### Pin map, run 1

Pins as bars across the die edge, other pins in gray.
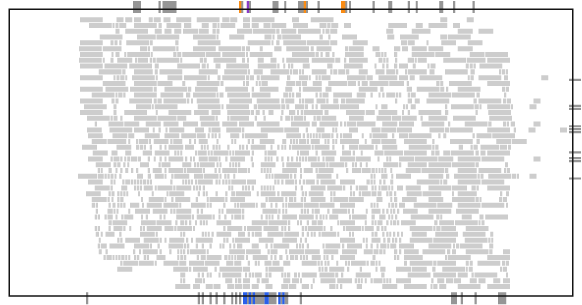
### Signal wires by layer, run 1

Only two layers are drawn.
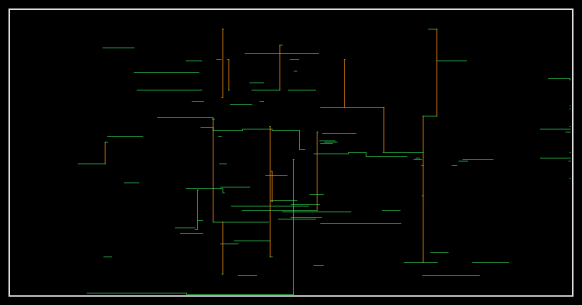
### Cells colored by class, run 1

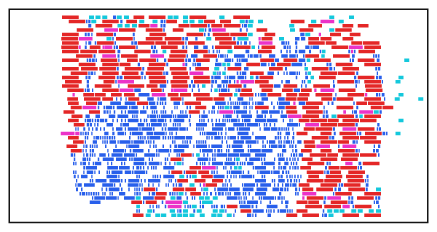
### Routed clock nets over the placement, run 1

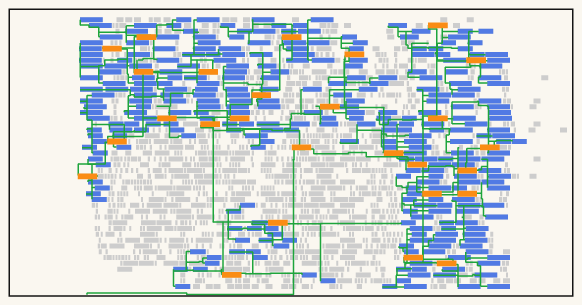
<file path="config.mk">
export PLATFORM = sky130hd
export DESIGN_NAME = mult_dual_arbiter_flat
export DESIGN_NICKNAME = d
export VERILOG_FILES = /design/src/rtl/mult_dual_arbiter_if.sv /design/src/rtl/mult_dual_arbiter.sv /design/src/flat_wrapper.sv
export SDC_FILE = /design/constraint.sdc
export NUM_CORES = 1
export LEC_CHECK = 0
export ABC_AREA = 1
export CORE_ASPECT_RATIO = 0.5
export CORE_MARGIN = 2
export CORE_UTILIZATION = 45
export DETAILED_ROUTE_END_ITERATION = 8
export PLACE_DENSITY = 0.68
export SETUP_SLACK_MARGIN = 0.5
export SKIP_LAST_GASP = 1
export SLEW_MARGIN = 20
export SYNTH_ARGS = -nofsm -noshare
export SYNTH_HDL_FRONTEND = slang
export SYNTH_SLANG_ARGS = --single-unit
</file>
<file path="constraint.sdc">
create_clock -name clk -period 5.1 [get_ports clk]
set_clock_uncertainty 0.1 [all_clocks]
set_input_delay 1.02 -clock clk [delete_from_list [all_inputs] [get_ports clk]]
set_output_delay 1.02 -clock clk [all_outputs]
set_load 0.05 [all_outputs]
</file>
<file path="src/rtl/mult_dual_arbiter_if.sv">
// Handshake bundle for mult_dual_arbiter.
//   Requests : reqK_valid/reqK_ready with signed x, signed w and an opaque tag.
//   Responses: rspK_valid/rspK_ready with the signed 16-bit product and the tag.
// master = requester/consumer side, slave = arbiter side.
interface mult_dual_arbiter_if #(
  parameter int TAG_W = 4
);
  logic                    req0_valid;
  logic                    req0_ready;
  logic signed [7:0]       req0_x;
  logic signed [7:0]       req0_w;
  logic        [TAG_W-1:0] req0_tag;

  logic                    req1_valid;
  logic                    req1_ready;
  logic signed [7:0]       req1_x;
  logic signed [7:0]       req1_w;
  logic        [TAG_W-1:0] req1_tag;

  logic                    rsp0_valid;
  logic                    rsp0_ready;
  logic signed [15:0]      rsp0_prod;
  logic        [TAG_W-1:0] rsp0_tag;

  logic                    rsp1_valid;
  logic                    rsp1_ready;
  logic signed [15:0]      rsp1_prod;
  logic        [TAG_W-1:0] rsp1_tag;

  modport master (
    output req0_valid, req0_x, req0_w, req0_tag,
    output req1_valid, req1_x, req1_w, req1_tag,
    output rsp0_ready, rsp1_ready,
    input  req0_ready, req1_ready,
    input  rsp0_valid, rsp0_prod, rsp0_tag,
    input  rsp1_valid, rsp1_prod, rsp1_tag
  );

  modport slave (
    input  req0_valid, req0_x, req0_w, req0_tag,
    input  req1_valid, req1_x, req1_w, req1_tag,
    input  rsp0_ready, rsp1_ready,
    output req0_ready, req1_ready,
    output rsp0_valid, rsp0_prod, rsp0_tag,
    output rsp1_valid, rsp1_prod, rsp1_tag
  );
endinterface

</file>
<file path="src/rtl/mult_dual_arbiter.sv">
// mult_dual_arbiter: shares one 3-stage packed dual multiplier (a*c, b*c)
// between two 8-bit signed multiply requesters. Results return through one
// response FIFO per requester; issue is credit-gated so the multiplier never
// stalls and no FIFO can overflow.
//
// Ports:
//   clk   - rising-edge clock
//   rst_n - asynchronous active-low reset (readies forced low while asserted)
//   bus   - mult_dual_arbiter_if.slave: two request and two response channels
//
// Configuration macro MULT_DUAL_ARB_PAIR_EN: when defined, two eligible
// requests with equal weights issue together as one packed operation. When
// undefined, every issue is a single round-robin grant.
module mult_dual_arbiter #(
  parameter int TAG_W = 4,
  parameter int DEPTH = 4
) (
  input logic                clk,
  input logic                rst_n,
  mult_dual_arbiter_if.slave bus
);
  localparam int DATA_W = 8;
  localparam int COEF_W = 8;
  localparam int PROD_W = DATA_W + COEF_W;
  localparam int STAGES = 3;
  localparam int AW     = $clog2(DEPTH);
  localparam int PTR_W  = AW + 1;
  localparam int ENT_W  = PROD_W + TAG_W;
  localparam logic [PTR_W:0] DEPTH_L = (PTR_W+1)'(DEPTH);

  // Exact signed 8x8 product; operands are sign-extended first so
  // -128 * -128 = 16384 is representable.
  function automatic logic signed [PROD_W-1:0] mul_exact(
    input logic signed [DATA_W-1:0] x,
    input logic signed [COEF_W-1:0] c
  );
    logic signed [PROD_W-1:0] xe;
    logic signed [PROD_W-1:0] ce;
    xe = PROD_W'(x);
    ce = PROD_W'(c);
    return xe * ce;
  endfunction

  logic                     r_rr_ptr;
  logic [1:0]               r_infl0, r_infl1;
  logic [PTR_W-1:0]         r_wptr0, r_rptr0, r_wptr1, r_rptr1;
  logic [ENT_W-1:0]         r_fifo0 [DEPTH];
  logic [ENT_W-1:0]         r_fifo1 [DEPTH];

  logic                     r_vld_p0, r_vld_p1, r_vld_p2;
  logic                     r_live0_p0, r_live0_p1, r_live0_p2;
  logic                     r_live1_p0, r_live1_p1, r_live1_p2;
  logic [TAG_W-1:0]         r_tag0_p0, r_tag0_p1, r_tag0_p2;
  logic [TAG_W-1:0]         r_tag1_p0, r_tag1_p1, r_tag1_p2;
  logic signed [DATA_W-1:0] r_a_p0, r_b_p0;
  logic signed [COEF_W-1:0] r_c_p0;
  logic signed [PROD_W-1:0] r_prod_ac_p1, r_prod_bc_p1, r_prod_ac_p2, r_prod_bc_p2;

  logic [PTR_W-1:0]         w_occ0, w_occ1;
  logic                     w_elig0, w_elig1, w_pair, w_gnt0, w_gnt1, w_issue;
  logic                     w_empty0, w_empty1, w_full0, w_full1;
  logic                     w_push0, w_push1, w_pop0, w_pop1;
  logic signed [DATA_W-1:0] w_a, w_b;
  logic signed [COEF_W-1:0] w_c;

  assign w_occ0   = r_wptr0 - r_rptr0;
  assign w_occ1   = r_wptr1 - r_rptr1;
  assign w_empty0 = (r_wptr0 == r_rptr0);
  assign w_empty1 = (r_wptr1 == r_rptr1);
  assign w_full0  = (r_wptr0[PTR_W-1] != r_rptr0[PTR_W-1]) && (r_wptr0[AW-1:0] == r_rptr0[AW-1:0]);
  assign w_full1  = (r_wptr1[PTR_W-1] != r_rptr1[PTR_W-1]) && (r_wptr1[AW-1:0] == r_rptr1[AW-1:0]);

  // Credit: an entry is reserved for every op still in the multiplier, so a
  // retiring op always finds room. A pop frees credit only from next cycle.
  assign w_elig0 = rst_n && bus.req0_valid &&
                   (({1'b0, w_occ0} + {{(PTR_W-1){1'b0}}, r_infl0}) < DEPTH_L);
  assign w_elig1 = rst_n && bus.req1_valid &&
                   (({1'b0, w_occ1} + {{(PTR_W-1){1'b0}}, r_infl1}) < DEPTH_L);

  always_comb begin
    w_pair = 1'b0;
`ifdef MULT_DUAL_ARB_PAIR_EN
    w_pair = w_elig0 && w_elig1 && (bus.req0_w == bus.req1_w);
`endif
    w_gnt0 = 1'b0;
    w_gnt1 = 1'b0;
    if (w_pair) begin
      w_gnt0 = 1'b1;
      w_gnt1 = 1'b1;
    end else if (w_elig0 && (!r_rr_ptr || !w_elig1)) begin
      w_gnt0 = 1'b1;
    end else if (w_elig1) begin
      w_gnt1 = 1'b1;
    end
    w_a = w_gnt0 ? bus.req0_x : '0;
    w_b = w_gnt1 ? bus.req1_x : '0;
    w_c = w_gnt0 ? bus.req0_w : (w_gnt1 ? bus.req1_w : '0);
  end

  assign w_issue        = w_gnt0 || w_gnt1;
  assign bus.req0_ready = w_gnt0;
  assign bus.req1_ready = w_gnt1;

  assign w_push0 = r_vld_p2 && r_live0_p2;
  assign w_push1 = r_vld_p2 && r_live1_p2;
  assign w_pop0  = bus.rsp0_ready && !w_empty0;
  assign w_pop1  = bus.rsp1_ready && !w_empty1;

  // Control state: arbitration pointer, pipeline valid/live, credits, pointers.
  always_ff @(posedge clk or negedge rst_n) begin
    if (!rst_n) begin
      r_rr_ptr   <= 1'b0;
      r_vld_p0   <= 1'b0;
      r_vld_p1   <= 1'b0;
      r_vld_p2   <= 1'b0;
      r_live0_p0 <= 1'b0;
      r_live0_p1 <= 1'b0;
      r_live0_p2 <= 1'b0;
      r_live1_p0 <= 1'b0;
      r_live1_p1 <= 1'b0;
      r_live1_p2 <= 1'b0;
      r_infl0    <= '0;
      r_infl1    <= '0;
      r_wptr0    <= '0;
      r_rptr0    <= '0;
      r_wptr1    <= '0;
      r_rptr1    <= '0;
    end else begin
      // Paired issue leaves the pointer alone; single issue points at the loser.
      if (w_issue && !w_pair) r_rr_ptr <= w_gnt0;
      // stage p0 -> p1 -> p2
      r_vld_p0   <= w_issue;
      r_live0_p0 <= w_gnt0;
      r_live1_p0 <= w_gnt1;
      r_vld_p1   <= r_vld_p0;
      r_live0_p1 <= r_live0_p0;
      r_live1_p1 <= r_live1_p0;
      r_vld_p2   <= r_vld_p1;
      r_live0_p2 <= r_live0_p1;
      r_live1_p2 <= r_live1_p1;
      r_infl0    <= r_infl0 + {1'b0, w_gnt0} - {1'b0, w_push0};
      r_infl1    <= r_infl1 + {1'b0, w_gnt1} - {1'b0, w_push1};
      if (w_push0) r_wptr0 <= r_wptr0 + PTR_W'(1);
      if (w_pop0)  r_rptr0 <= r_rptr0 + PTR_W'(1);
      if (w_push1) r_wptr1 <= r_wptr1 + PTR_W'(1);
      if (w_pop1)  r_rptr1 <= r_rptr1 + PTR_W'(1);
    end
  end

  // Datapath: operand capture, multiply, output register, FIFO write.
  always_ff @(posedge clk) begin
    // stage p0: operands and tags
    r_a_p0       <= w_a;
    r_b_p0       <= w_b;
    r_c_p0       <= w_c;
    r_tag0_p0    <= bus.req0_tag;
    r_tag1_p0    <= bus.req1_tag;
    // stage p1: products
    r_prod_ac_p1 <= mul_exact(r_a_p0, r_c_p0);
    r_prod_bc_p1 <= mul_exact(r_b_p0, r_c_p0);
    r_tag0_p1    <= r_tag0_p0;
    r_tag1_p1    <= r_tag1_p0;
    // stage p2: multiplier output
    r_prod_ac_p2 <= r_prod_ac_p1;
    r_prod_bc_p2 <= r_prod_bc_p1;
    r_tag0_p2    <= r_tag0_p1;
    r_tag1_p2    <= r_tag1_p1;
    if (w_push0) r_fifo0[r_wptr0[AW-1:0]] <= {r_prod_ac_p2, r_tag0_p2};
    if (w_push1) r_fifo1[r_wptr1[AW-1:0]] <= {r_prod_bc_p2, r_tag1_p2};
  end

  assign bus.rsp0_valid = !w_empty0;
  assign bus.rsp1_valid = !w_empty1;
  assign {bus.rsp0_prod, bus.rsp0_tag} = r_fifo0[r_rptr0[AW-1:0]];
  assign {bus.rsp1_prod, bus.rsp1_tag} = r_fifo1[r_rptr1[AW-1:0]];

  a_no_ovf0: assert property (@(posedge clk) disable iff (!rst_n) !(w_push0 && w_full0));
  a_no_ovf1: assert property (@(posedge clk) disable iff (!rst_n) !(w_push1 && w_full1));

  if (STAGES != 3 || DEPTH < 4 || (DEPTH & (DEPTH - 1)) != 0) begin : g_bad_cfg
    $error("mult_dual_arbiter: DEPTH must be a power of two >= 4");
  end
endmodule

</file>
<file path="src/flat_wrapper.sv">
// flat-port wrapper written by rule: the top's interface ports become plain ports
module mult_dual_arbiter_flat 
#(
  parameter int TAG_W = 4,
  parameter int DEPTH = 4
)
  (clk, rst_n, bus_req0_valid, bus_req0_x, bus_req0_w, bus_req0_tag, bus_req1_valid, bus_req1_x, bus_req1_w, bus_req1_tag, bus_rsp0_ready, bus_rsp1_ready, bus_req0_ready, bus_req1_ready, bus_rsp0_valid, bus_rsp0_prod, bus_rsp0_tag, bus_rsp1_valid, bus_rsp1_prod, bus_rsp1_tag);
  mult_dual_arbiter_if #(.TAG_W(TAG_W)) bus_i ();
  input logic clk;
  input logic rst_n;
  input wire logic [$bits(bus_i.req0_valid)-1:0] bus_req0_valid;
  input wire logic [$bits(bus_i.req0_x)-1:0] bus_req0_x;
  input wire logic [$bits(bus_i.req0_w)-1:0] bus_req0_w;
  input wire logic [$bits(bus_i.req0_tag)-1:0] bus_req0_tag;
  input wire logic [$bits(bus_i.req1_valid)-1:0] bus_req1_valid;
  input wire logic [$bits(bus_i.req1_x)-1:0] bus_req1_x;
  input wire logic [$bits(bus_i.req1_w)-1:0] bus_req1_w;
  input wire logic [$bits(bus_i.req1_tag)-1:0] bus_req1_tag;
  input wire logic [$bits(bus_i.rsp0_ready)-1:0] bus_rsp0_ready;
  input wire logic [$bits(bus_i.rsp1_ready)-1:0] bus_rsp1_ready;
  output wire logic [$bits(bus_i.req0_ready)-1:0] bus_req0_ready;
  output wire logic [$bits(bus_i.req1_ready)-1:0] bus_req1_ready;
  output wire logic [$bits(bus_i.rsp0_valid)-1:0] bus_rsp0_valid;
  output wire logic [$bits(bus_i.rsp0_prod)-1:0] bus_rsp0_prod;
  output wire logic [$bits(bus_i.rsp0_tag)-1:0] bus_rsp0_tag;
  output wire logic [$bits(bus_i.rsp1_valid)-1:0] bus_rsp1_valid;
  output wire logic [$bits(bus_i.rsp1_prod)-1:0] bus_rsp1_prod;
  output wire logic [$bits(bus_i.rsp1_tag)-1:0] bus_rsp1_tag;
  assign bus_i.req0_valid = bus_req0_valid;
  assign bus_i.req0_x = bus_req0_x;
  assign bus_i.req0_w = bus_req0_w;
  assign bus_i.req0_tag = bus_req0_tag;
  assign bus_i.req1_valid = bus_req1_valid;
  assign bus_i.req1_x = bus_req1_x;
  assign bus_i.req1_w = bus_req1_w;
  assign bus_i.req1_tag = bus_req1_tag;
  assign bus_i.rsp0_ready = bus_rsp0_ready;
  assign bus_i.rsp1_ready = bus_rsp1_ready;
  assign bus_req0_ready = bus_i.req0_ready;
  assign bus_req1_ready = bus_i.req1_ready;
  assign bus_rsp0_valid = bus_i.rsp0_valid;
  assign bus_rsp0_prod = bus_i.rsp0_prod;
  assign bus_rsp0_tag = bus_i.rsp0_tag;
  assign bus_rsp1_valid = bus_i.rsp1_valid;
  assign bus_rsp1_prod = bus_i.rsp1_prod;
  assign bus_rsp1_tag = bus_i.rsp1_tag;
  mult_dual_arbiter #(.TAG_W(TAG_W), .DEPTH(DEPTH)) u_core (.clk(clk), .rst_n(rst_n), .bus(bus_i));
endmodule
</file>
==> out/results.ini, run 1 <==
[run_status]
status = finished, final reports clean

[setup_path]
critPathBufInv = 5
worstReg2RegStart = u_core.r_c_p0[3]
arrival_time_worst_endpoint_ps = 4650
worstPathRequired_ps = 5420
cp_top_family = adder cells
cp_cell_sequence = nand2_1 > inv_1 > fa_1 > inv_1 > fa_1 > inv_1 > fa_1 > inv_1 > fa_1 > inv_1 > ha_1 > a21o_1 > a21boi_0 > nand3_1 > nand2_1 > nand2_1

[grt]
global_route.peak_usage_layer = met2
grt_pass1_wl_um = 47600
grt_start_max_net_pins = 41

[route]
routed.top_layer = met4

[place]
detailed_place_hpwl_um = 19900

[floorplan]
fp_util_pct = 45.7
boundaryPins = 90
die_y_um = 134
core_region_area_um2 = 33100

[clock_tree]
htreeDepth = 1
tritoncts.num_buffers = 27

[layout]
area.growth.synth_to_final_pct = 15.2

[synthesis]
yosys.cell_count.top_type = inv_1
synthArstFlopShare_pct = 8.72
mappedNetlistNets = 1710
synth.top_cells.by_count = 318 x inv_1, 234 x nand2_1, 160 x edfxtp_1, 145 x nor2_1

[power]
power.group.top = combinational cells
p_leak_nw = 8.18
share_seq_of_total_power_pct = 36.8
p_sw_w = 0.00331

[sta]
slew_viol_final = 0
slew_headroom_pct = 58.6
min_period_over_period_pct = 84.9

About 'Pin map':
legend:
  bus_rsp1_ready:
    color: purple
    pins: 1
    direction: input
    edge: top
  bus_req0_w:
    color: blue
    pins: 8
    direction: input
    edge: bottom
  bus_rsp1_tag:
    color: orange
    pins: 4
    direction: output
    edge: top
all pins by edge: 41 bottom, 39 top, 10 right

About 'Signal wires by layer':
legend:
  metal 4:
    color: orange
    wire_length: 506 µm
  metal 3:
    color: green
    wire_length: 1,040 µm

About 'Cells colored by class':
legend:
  combinational and other logic:
    color: blue
    cells: 1,120
  sequential cells:
    color: red
    cells: 298
  remaining buffers and delay cells:
    color: cyan
    cells: 112
  clock drivers and dummy loads:
    color: magenta
    cells: 49

About 'Routed clock nets over the placement':
legend:
  flip-flops:
    color: blue
    count: 298
  clock drivers:
    color: orange
    count: 27
  clock wires:
    color: green
    length: 3,180 µm
routed clock nets: 28

==> run 1: through the flow <==
| step | std cells | setup WS [ps] | utilization (%) |
|---|---|---|---|
| 3_3_place_gp | 1967 | 716 | 49.9 |
| 4_1_cts | 2016 | 600 | 52.5 |
| 6_report | 2020 | 771 | 52.7 |
| 5_1_grt | 2020 | 500 | 52.7 |
| 3_5_place_dp | 1967 | 651 | 49.9 |
| 2_1_floorplan | 1474 | 810 | - |
==> run 1: registers in the layout (all words and copies together), names as in the netlist, 8 cells and up <==
name                 flops
u_core.r_a_p0            8
u_core.r_b_p0            8
u_core.r_c_p0            8
u_core.r_fifo0          80
u_core.r_fifo1          80
u_core.r_prod_ac_p1     16
u_core.r_prod_ac_p2     16
u_core.r_prod_bc_p1     16
u_core.r_prod_bc_p2     16
==> run 1: worst max path at each step <==
stage | slack (ps) | depth (start not counted) | endpoint
final | 770 | 16 | u_core.r_prod_ac_p1[14]
after global routing | 500 | 19 | u_core.r_prod_ac_p1[15]
after CTS | 600 | 16 | u_core.r_prod_ac_p1[14]
after detailed placement | 650 | 17 | u_core.r_prod_ac_p1[15]
after global placement | 720 | 16 | u_core.r_prod_ac_p1[14]
after floorplan | 810 | 18 | u_core.r_prod_ac_p1[14]
==> run 1: kinds of logic after synthesis <==
group	after synthesis	synth area share, %
buf+inv	376	9.42
simple gates	431	11.4
compound gates	150	5.40
xor+xnor	29	1.68
flops	298	50.8
fa+ha+maj	190	21.2
==> run 1: final cells by class <==
type                       count  area, µm²
clock buffer                  39        761
clock inverter                10        103
fill                        2866      15700
inverter                     319       1200
multi-input combinational    800       6030
sequential                   298       7700
tap                          441        552
timing repair buffer         112       1080
timing repair inverter         1       7.51
==> run 1: timing repair <==
action / CTS / global route
setup buffers: 0 / 3
resized: 0 / 10
setup endpoints to repair: 0 / 9
==> run 2, diff against run 1 <==
--- a/config.mk
+++ b/config.mk
@@ -10,7 +10,7 @@
 export CORE_MARGIN = 2
 export CORE_UTILIZATION = 45
 export DETAILED_ROUTE_END_ITERATION = 8
-export PLACE_DENSITY = 0.68
+export PLACE_DENSITY = 0.7
 export SETUP_SLACK_MARGIN = 0.5
 export SKIP_LAST_GASP = 1
 export SLEW_MARGIN = 20
==> constraint.sdc (replaced) <==
create_clock -name clk -period 3.7 [get_ports clk]
set_clock_uncertainty 0.1 [all_clocks]
set_input_delay 0.74 -clock clk [delete_from_list [all_inputs] [get_ports clk]]
set_output_delay 0.74 -clock clk [all_outputs]
set_load 0.05 [all_outputs]
==> run 2 against run 1 <==
Compared with the run above:
- the flow now finishes with violations (negative setup slack)
- wire length up 11%
- maximum frequency up 12%
- synthesized cell count unchanged
- cell count up 5.5%
- via count up 4.1%
- worst hold slack better by 8.0 ps
- sequential power up 37%
- first-iteration DRC count up 42%
- global-route usage up 1.4 points
- sequential cell count unchanged
- non-clock buffer count up 109
- design area up 10%
- critical endpoint is now u_core.r_prod_bc_p1[14]
- largest cell class unchanged
- highest routed layer unchanged
==> out/results.ini, run 2 <==
[run_status]
status = finished, violations left
failed_checks = negative setup slack

[floorplan]
die_y_um = 134
fp_util_pct = 45.7
core_region_area_um2 = 33100

[synthesis]
muxShareOfSynthArea_pct = 0
yosys.area_share.simple_pct = 11.4
synth_compound_gate_area_share_pct = 5.40
synthAdderAreaFrac_pct = 21.2
mappedNetlistNets = 1710
synthArstFlopShare_pct = 8.72
topCombFamilyByArea = adder cells

[layout]
area.growth.synth_to_final_pct = 27.2
final_cells = 2131

[sta]
slew_headroom_pct = 58.8
postLayoutSetupSlackWorst_ps = -156
slew_viol_final = 0
setup-violations-final = 17
min_period_over_period_pct = 104

[place]
preCtsSetupSlack_ps = -423
place.detailed.instances = 2037
detailed_place_hpwl_um = 21000

[grt]
grt_start_max_net_pins = 43
grt_pass1_wl_um = 50700

[setup_path]
cp_cell_sequence = nand2_4 > inv_2 > buf_4 > fa_1 > fa_1 > fa_1 > inv_1 > fa_1 > inv_1 > ha_4 > nand2_1 > nor2_2 > nand3_1 > nand3_2 > nand2_1 > inv_1 > nor2_1
arrival_time_worst_endpoint_ps = 4230
worstPathRequired_ps = 4070
worstSetupEndpointType = register
cp_top_family = adder cells

[clock_tree]
cts_setup_buffers = 17
postCtsResizedCells = 136
tritoncts.num_buffers = 27

[power]
power.group.top = combinational cells
p_sw_w = 0.00507

[run 2: cell counts after synthesis]
No cell type changed its count.
[run 2: final cells by class]
cell class	instances	area, µm²
multi-input cells	800	6840
well taps	441	552
fillers	2603	13800
repair inverters	1	7.51
repair buffers	221	1960
clock inverters	14	159
clock buffers	36	761
inverters	319	1230
flip-flops and latches	298	7750
diodes	1	2.50
[run 2: worst reg2reg max path, cell delays in order, from the launching register on]
cell and delay, ps:
dfxtp_4 380, nand2_4 90, inv_2 50, buf_4 130, fa_1 480, fa_1 530
fa_1 490, inv_1 50, fa_1 480, inv_1 60, ha_4 290, nand2_1 110
nor2_2 180, nand3_1 120, nand3_2 100, nand2_1 50, inv_1 50, nor2_1 30
[run 2: routing by layer]
layer  wire length [µm]  vias to the layer above  share of wire (%)  track usage (%)
met3               1450                       42                4.6             2.75
met1              14700                     4716                 47             25.7
met2              14600                      191                 47             29.3
met4                567                        0                1.8             3.62
met5                  0                        -                  0                0
li1                   -                     4958                  -                -
[run 2: final timing paths]
check                               startpoint                 endpoint  slack (ps)
hold reg to reg            u_core.r_tag0_p1[1]      u_core.r_tag0_p2[1]         230
min in group asynchronous                rst_n        u_core.r_wptr0[1]         520
setup / recovery              u_core.r_c_p0[2]  u_core.r_prod_bc_p1[14]        -160
hold / removal             u_core.r_tag0_p1[1]      u_core.r_tag0_p2[1]         230
max in group asynchronous                rst_n        u_core.r_live1_p1        2800
setup reg to reg              u_core.r_c_p0[2]  u_core.r_prod_bc_p1[14]        -160
[run 2: kinds of logic (layout without fill, tap and decap cells)]
family,Yosys count,after routing
AOI/OAI and AO/OA,150,150
xor gates and xnor gates,29,29
adders and majority gates,190,190
buffers and inverters,376,591
DFF,298,298
other,0,1
and+or+nand+nor,431,431
### Routed clock nets over the placement, run 2

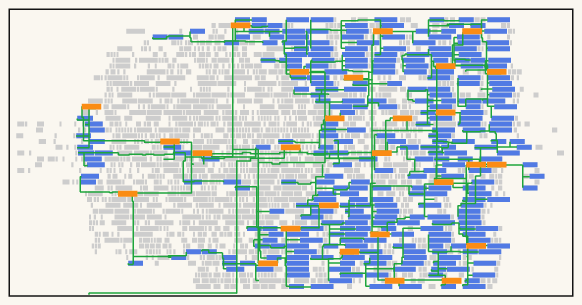
legend:
  clock drivers:
    color: orange
    count: 27
  flip-flops:
    color: blue
    count: 298
  clock wires:
    color: green
    length: 3,450 µm
routed clock nets: 28

### Congestion heat map, run 2

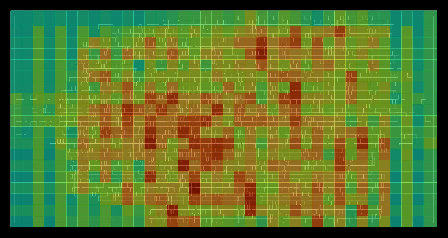
M3 GR Usage: 2.75%
final core utilization: 58.2%

Power figures rest on the tool's default switching activity, not on a simulated workload.
